--- config.mk ---
export PLATFORM = sky130hd
export DESIGN_NAME = alu_arbiter
export DESIGN_NICKNAME = d
export VERILOG_FILES = /design/src/rtl/alu_arbiter.sv
export SDC_FILE = /design/constraint.sdc
export NUM_CORES = 1
export LEC_CHECK = 0
export CORE_MARGIN = 2
export CORE_UTILIZATION = 38
export DETAILED_ROUTE_END_ITERATION = 7
export DONT_BUFFER_PORTS = 1
export GPL_TIMING_DRIVEN = 0
export PLACE_DENSITY = 0.59
export SLEW_MARGIN = 20
export SYNTH_ARGS = -nofsm -noshare
export SYNTH_HDL_FRONTEND = slang
export SYNTH_SLANG_ARGS = --single-unit
--- constraint.sdc ---
create_clock -name CLK -period 4.65 [get_ports CLK]
set_input_delay 0.93 -clock CLK [delete_from_list [all_inputs] [get_ports CLK]]
set_output_delay 0.93 -clock CLK [all_outputs]
set_load 0.05 [all_outputs]
--- src/rtl/alu_arbiter.sv ---
// alu_arbiter: round-robin sharing of one ALU among NREQ requesters; optional ALU_ARB_BYPASS_EN lets a new grant ride the ack cycle
package alu_arbiter_pkg;
  typedef logic [31:0] word_t;
  typedef enum logic [3:0] {
    ALU_SLL, ALU_SRL, ALU_ADD, ALU_SUB, ALU_AND, ALU_OR, ALU_XOR, ALU_NOR, ALU_SLT, ALU_SLTU
  } aluop_t;
endpackage

module alu_arbiter
  import alu_arbiter_pkg::*;
#(
  parameter int NREQ = 2,
  localparam int IDXW = (NREQ > 1) ? $clog2(NREQ) : 1
) (
  input  logic            CLK,
  input  logic            nRST,
  input  logic [NREQ-1:0] req,
  input  aluop_t          req_op [NREQ],
  input  word_t           req_a  [NREQ],
  input  word_t           req_b  [NREQ],
  output logic [NREQ-1:0] gnt,
  output logic [NREQ-1:0] rsp_valid,
  input  logic [NREQ-1:0] rsp_ack,
  output word_t           rsp_out,
  output logic            rsp_neg,
  output logic            rsp_ovf,
  output logic            rsp_zero,
  output aluop_t          alu_op,
  output word_t           alu_a,
  output word_t           alu_b,
  input  word_t           alu_out,
  input  logic            alu_neg,
  input  logic            alu_ovf,
  input  logic            alu_zero
);
  typedef enum logic [1:0] {IDLE, EXEC, RESP} state_t;
  state_t state, state_nx;
  logic [IDXW-1:0] owner, last, base, win, idx;
  logic any, ack_own, arb_en, take;
  aluop_t op_q;
  word_t a_q, b_q;
  assign ack_own = (state == RESP) && rsp_ack[owner];
`ifdef ALU_ARB_BYPASS_EN
  assign arb_en = (state == IDLE) || ack_own;
  assign base   = ack_own ? owner : last;
`else
  assign arb_en = (state == IDLE);
  assign base   = last;
`endif
  assign take      = arb_en && any;
  assign gnt       = take ? NREQ'(1) << win : '0;
  assign rsp_valid = (state == RESP) ? NREQ'(1) << owner : '0;
  assign alu_op    = op_q;
  assign alu_a     = a_q;
  assign alu_b     = b_q;
  // first set request after the pointer, wrapping modulo NREQ
  always_comb begin
    any = 1'b0;
    win = '0;
    idx = '0;
    for (int i = 1; i <= NREQ; i++) begin
      idx = IDXW'((int'(base) + i) % NREQ);
      if (!any && req[idx]) begin
        any = 1'b1;
        win = idx;
      end
    end
  end
  // next-state: grant -> execute -> hold response until the owner acks
  always_comb begin
    state_nx = IDLE;
    state_nx = (state == IDLE) ? (take ? EXEC : IDLE) :
               (state == EXEC) ? RESP :
               (state == RESP) ? (ack_own ? (take ? EXEC : IDLE) : RESP) : IDLE;
  end
  // state register
  always_ff @(posedge CLK or negedge nRST) begin
    if (!nRST) state <= IDLE;
    else       state <= state_nx;
  end
  // operand latch on grant, result capture after EXEC, pointer update on ack
  always_ff @(posedge CLK or negedge nRST) begin
    if (!nRST) begin
      op_q     <= aluop_t'(0);
      a_q      <= '0;
      b_q      <= '0;
      owner    <= '0;
      last     <= IDXW'(NREQ - 1);
      rsp_out  <= '0;
      rsp_neg  <= 1'b0;
      rsp_ovf  <= 1'b0;
      rsp_zero <= 1'b0;
    end else begin
      if (take) begin
        op_q  <= req_op[win];
        a_q   <= req_a[win];
        b_q   <= req_b[win];
        owner <= win;
      end
      if (state == EXEC) begin
        rsp_out  <= alu_out;
        rsp_neg  <= alu_neg;
        rsp_ovf  <= alu_ovf;
        rsp_zero <= alu_zero;
      end
      if (ack_own) last <= owner;
    end
  end
endmodule

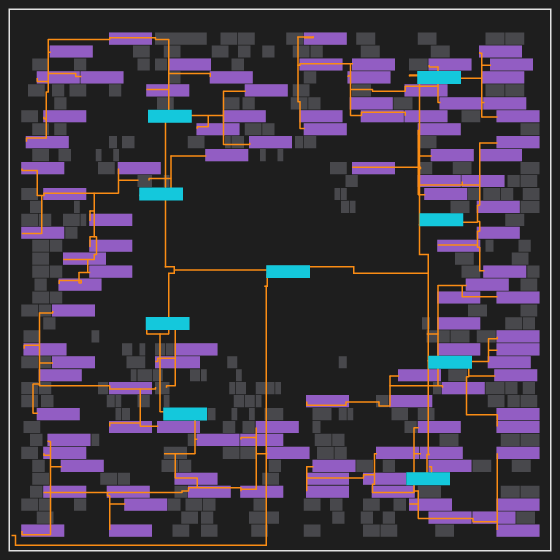
Figure 1: clock distribution.
[clock wires] orange | length: 1,250 µm
[flip-flops] purple | count: 107
[clock drivers] cyan | count: 9
flops lie: spread over the die
clk latency late pin: 350 ps
Worst Skew: 5.833 ps

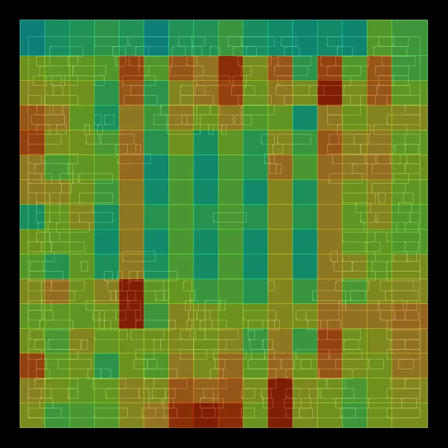
Figure 2: routing congestion map.
global routing usage on met2: 34.21%
WL/cell: 25.54 µm
Global Route met3 Usage: 6.057%

cell usage in the layout, fill, tap and decap left out:
master      netlist  final
a21o_1            1      1
a221o_1          68     68
a22o_1            1      1
and2_1            1      1
and3_1            2      2
buf_2            14     14
buf_6             3      3
bufinv_16         0      1
clkbuf_1         18     18
clkbuf_16         0      9
clkbuf_8          0      3
clkinvlp_4        0      1
dfrtp_1         106    106
dfstp_2           1      1
inv_6             0      2
mux2_2           36     36
nand2_1           2      2
nand2b_1          4      4
nor2_1            4      4
nor2b_1           1      1
o21a_1           68     68
o21ai_0           2      2
or2_1             1      1
state kept, by name, indices dropped and copies added, names as in the netlist, 2 cells and up:
signal	count
state	2
alu_b	32
rsp_out	32
alu_op	4
alu_a	32
logic make-up after synthesis:
kind of cell / after synthesis
AOI/OAI and AO/OA: 140
and+or+nand+nor: 15
buffers and inverters: 35
DFF: 107
muxes: 36
how the worst max path moves through the flow:
stage / from / to / slack [ps]
finish: base / gnt[0] / 1650
global route: base / gnt[0] / 1540
CTS: base / gnt[0] / 1630
detailed placement: req[1] / gnt[0] / 1680
global placement: req[1] / gnt[0] / 1710
floorplan: req[1] / gnt[0] / 1850
layout make-up:
type	instances	share of cell area, %
Clock buffer	12	5.275
Clock inverter	4	1.090
Buffer	35	3.393
Tap cell	143	3.541
Sequential cell	107	53.02
Multi-Input combinational cell	191	33.68
through the flow:
stage                     util, %
after floorplan                 -
after global placement      40.91
after detailed placement    40.91
after CTS                   43.69
after global routing        43.69
final                       43.69
==> impl_metrics.py <==
# Metrics from the implementation run
metrics = {
    "status": {
        "status": "finished, final reports clean",
    },
    "finish": {
        "n_fill_cell": 1075,
        "final-comb-area_um2": 1702,
        "drive_gt1_share_pct": 20.06,
        "nets": 521,
        "fin_area_um2": 5052,
        "diodes": 0,
        "area_growth_pct": 11.00,
        "regArea_um2": 2679,
        "instances_no_fill": 492,
    },
    "timing": {
        "slew_viol_final": 0,
        "worst_slack_ps": 1653,
        "timing.hold.ws_ps": 278.1,
        "fin_tns_setup_ps": 0,
        "setup_violations": 0,
        "worst_pin_slew_ps": 1006,
        "max_slew_margin_pct": 32.96,
        "max_freq_mhz": 333.7,
        "rsz0062_at_grt": "no",
        "hold_violations": 0,
        "post-route-min-period_ps": 2997,
        "post-route-period-util_pct": 64.44,
    },
    "drt": {
        "wl_met1_mm": 4.562,
        "first_pass_iters": 5,
        "vias": 3032,
        "routed.top_layer": "met4",
        "wl_met3_mm": 1.319,
        "via_per_inst": 6.163,
        "post-route-drc-count": 0,
        "drtIter0Drc": 215,
        "totalWireLength_mm": 12.57,
        "wl_met2_mm": 6.472,
        "ant_nets": 0,
    },
    "die": {
        "die_h_um": 113.4,
        "dieArea_um2": 12870,
        "pin_count": 284,
        "fp.coreArea_um2": 11560,
        "die_x_um": 113.4,
        "fp-utilization_pct": 39.36,
        "row_count": 39,
    },
    "logic_synthesis": {
        "xor_share_pct": 0,
        "synth-main-ff-cell": "dfrtp_1",
        "mux_share_pct": 8.906,
        "topCombFamilyByArea": "AND-OR/OR-AND gates",
        "edf_count": 0,
        "synth_largest_type_area_fraction_pct": 58.27,
        "fp_nets": 510,
        "ys_chip_area_um2": 4552,
        "ys_sh_aoi_pct": 26.75,
        "synthDistinctLibCells": 18,
        "ys.flops": 107,
        "synthTopCellsByCount": "106 x dfrtp_1, 68 x a221o_1, 68 x o21a_1, 36 x mux2_2, 18 x clkbuf_1",
        "synth-seq-area-share_pct": 58.85,
        "ys_warn_count": 0,
        "synth_area_um2": 4552,
        "async_reset_ff_share_pct": 100.0,
        "syn_inst": 333,
        "simple_gate_share_pct": 1.732,
        "ys_cells": 333,
        "top_cell": "dfrtp_1",
        "netlist_top_cells_area": "dfrtp_1 58%, a221o_1 15%, o21a_1 11%",
        "adder_share_pct": 0,
        "largest_area_cell": "dfrtp_1",
        "avgSynthCellArea_um2": 13.67,
    },
    "cts": {
        "cts.sinks": 107,
        "ctsHoldBuffers": 0,
        "cts.clk_slew.worst_paths_ps": 70,
        "postCtsSetupBuffers": 0,
        "cts_max_path_buffers": 2,
        "htreeDepth": 3,
        "cts_resized": 0,
        "cts_tree": "built",
        "cts_root_buf": "clkbuf_16",
        "cts_made_buffers": 9,
    },
    "placed_design": {
        "place.gp.congestion": 0.8128,
        "port_buffers": 0,
        "dp_hpwl_mm": 9.545,
        "dp.cells": 476,
        "postPlaceCellArea_um2": 4731,
        "place_ws_ps": 1684,
    },
    "setup_path": {
        "cp-start-kind": "flip-flop",
        "r2r-end": "alu_b[29]",
        "critPathKind": "flip-flop to output pin",
        "cp_data_arrival_time_ps": 2070,
        "critPathRequiredTime_ps": 3720,
        "crit_family": "buffers and inverters",
        "reg2reg_slack_ps": 2570,
        "ff2ff_path_depth": 5,
        "worst-path-buf-inv": 2,
        "path_cells": "nand2b_1, and3_1, buf_6, clkbuf_1",
        "cp-end-kind": "output pin",
        "slowest_delay_ps": 750,
        "reg2reg_from": "base",
        "cp_slowest_cell": "clkbuf_1",
        "crit_fanout": 10,
        "worstSetupPathDepth": 4,
    },
    "global_route": {
        "gr-usage-met1_pct": 21.26,
        "grt_first_pass_wirelength_mm": 18.63,
        "grtUsageTotal_pct": 19.16,
        "busiest_layer": "met2",
        "grt-ovfl-total": 0,
        "grt_max_degree": 108,
        "grt_pass1_vias": 3224,
        "antenna_found_initial": 0,
    },
    "min_path": {
        "hold_class": "primary input to async pin",
    },
    "run": {
        "cap_violations": 0,
        "warnings": 28,
    },
}
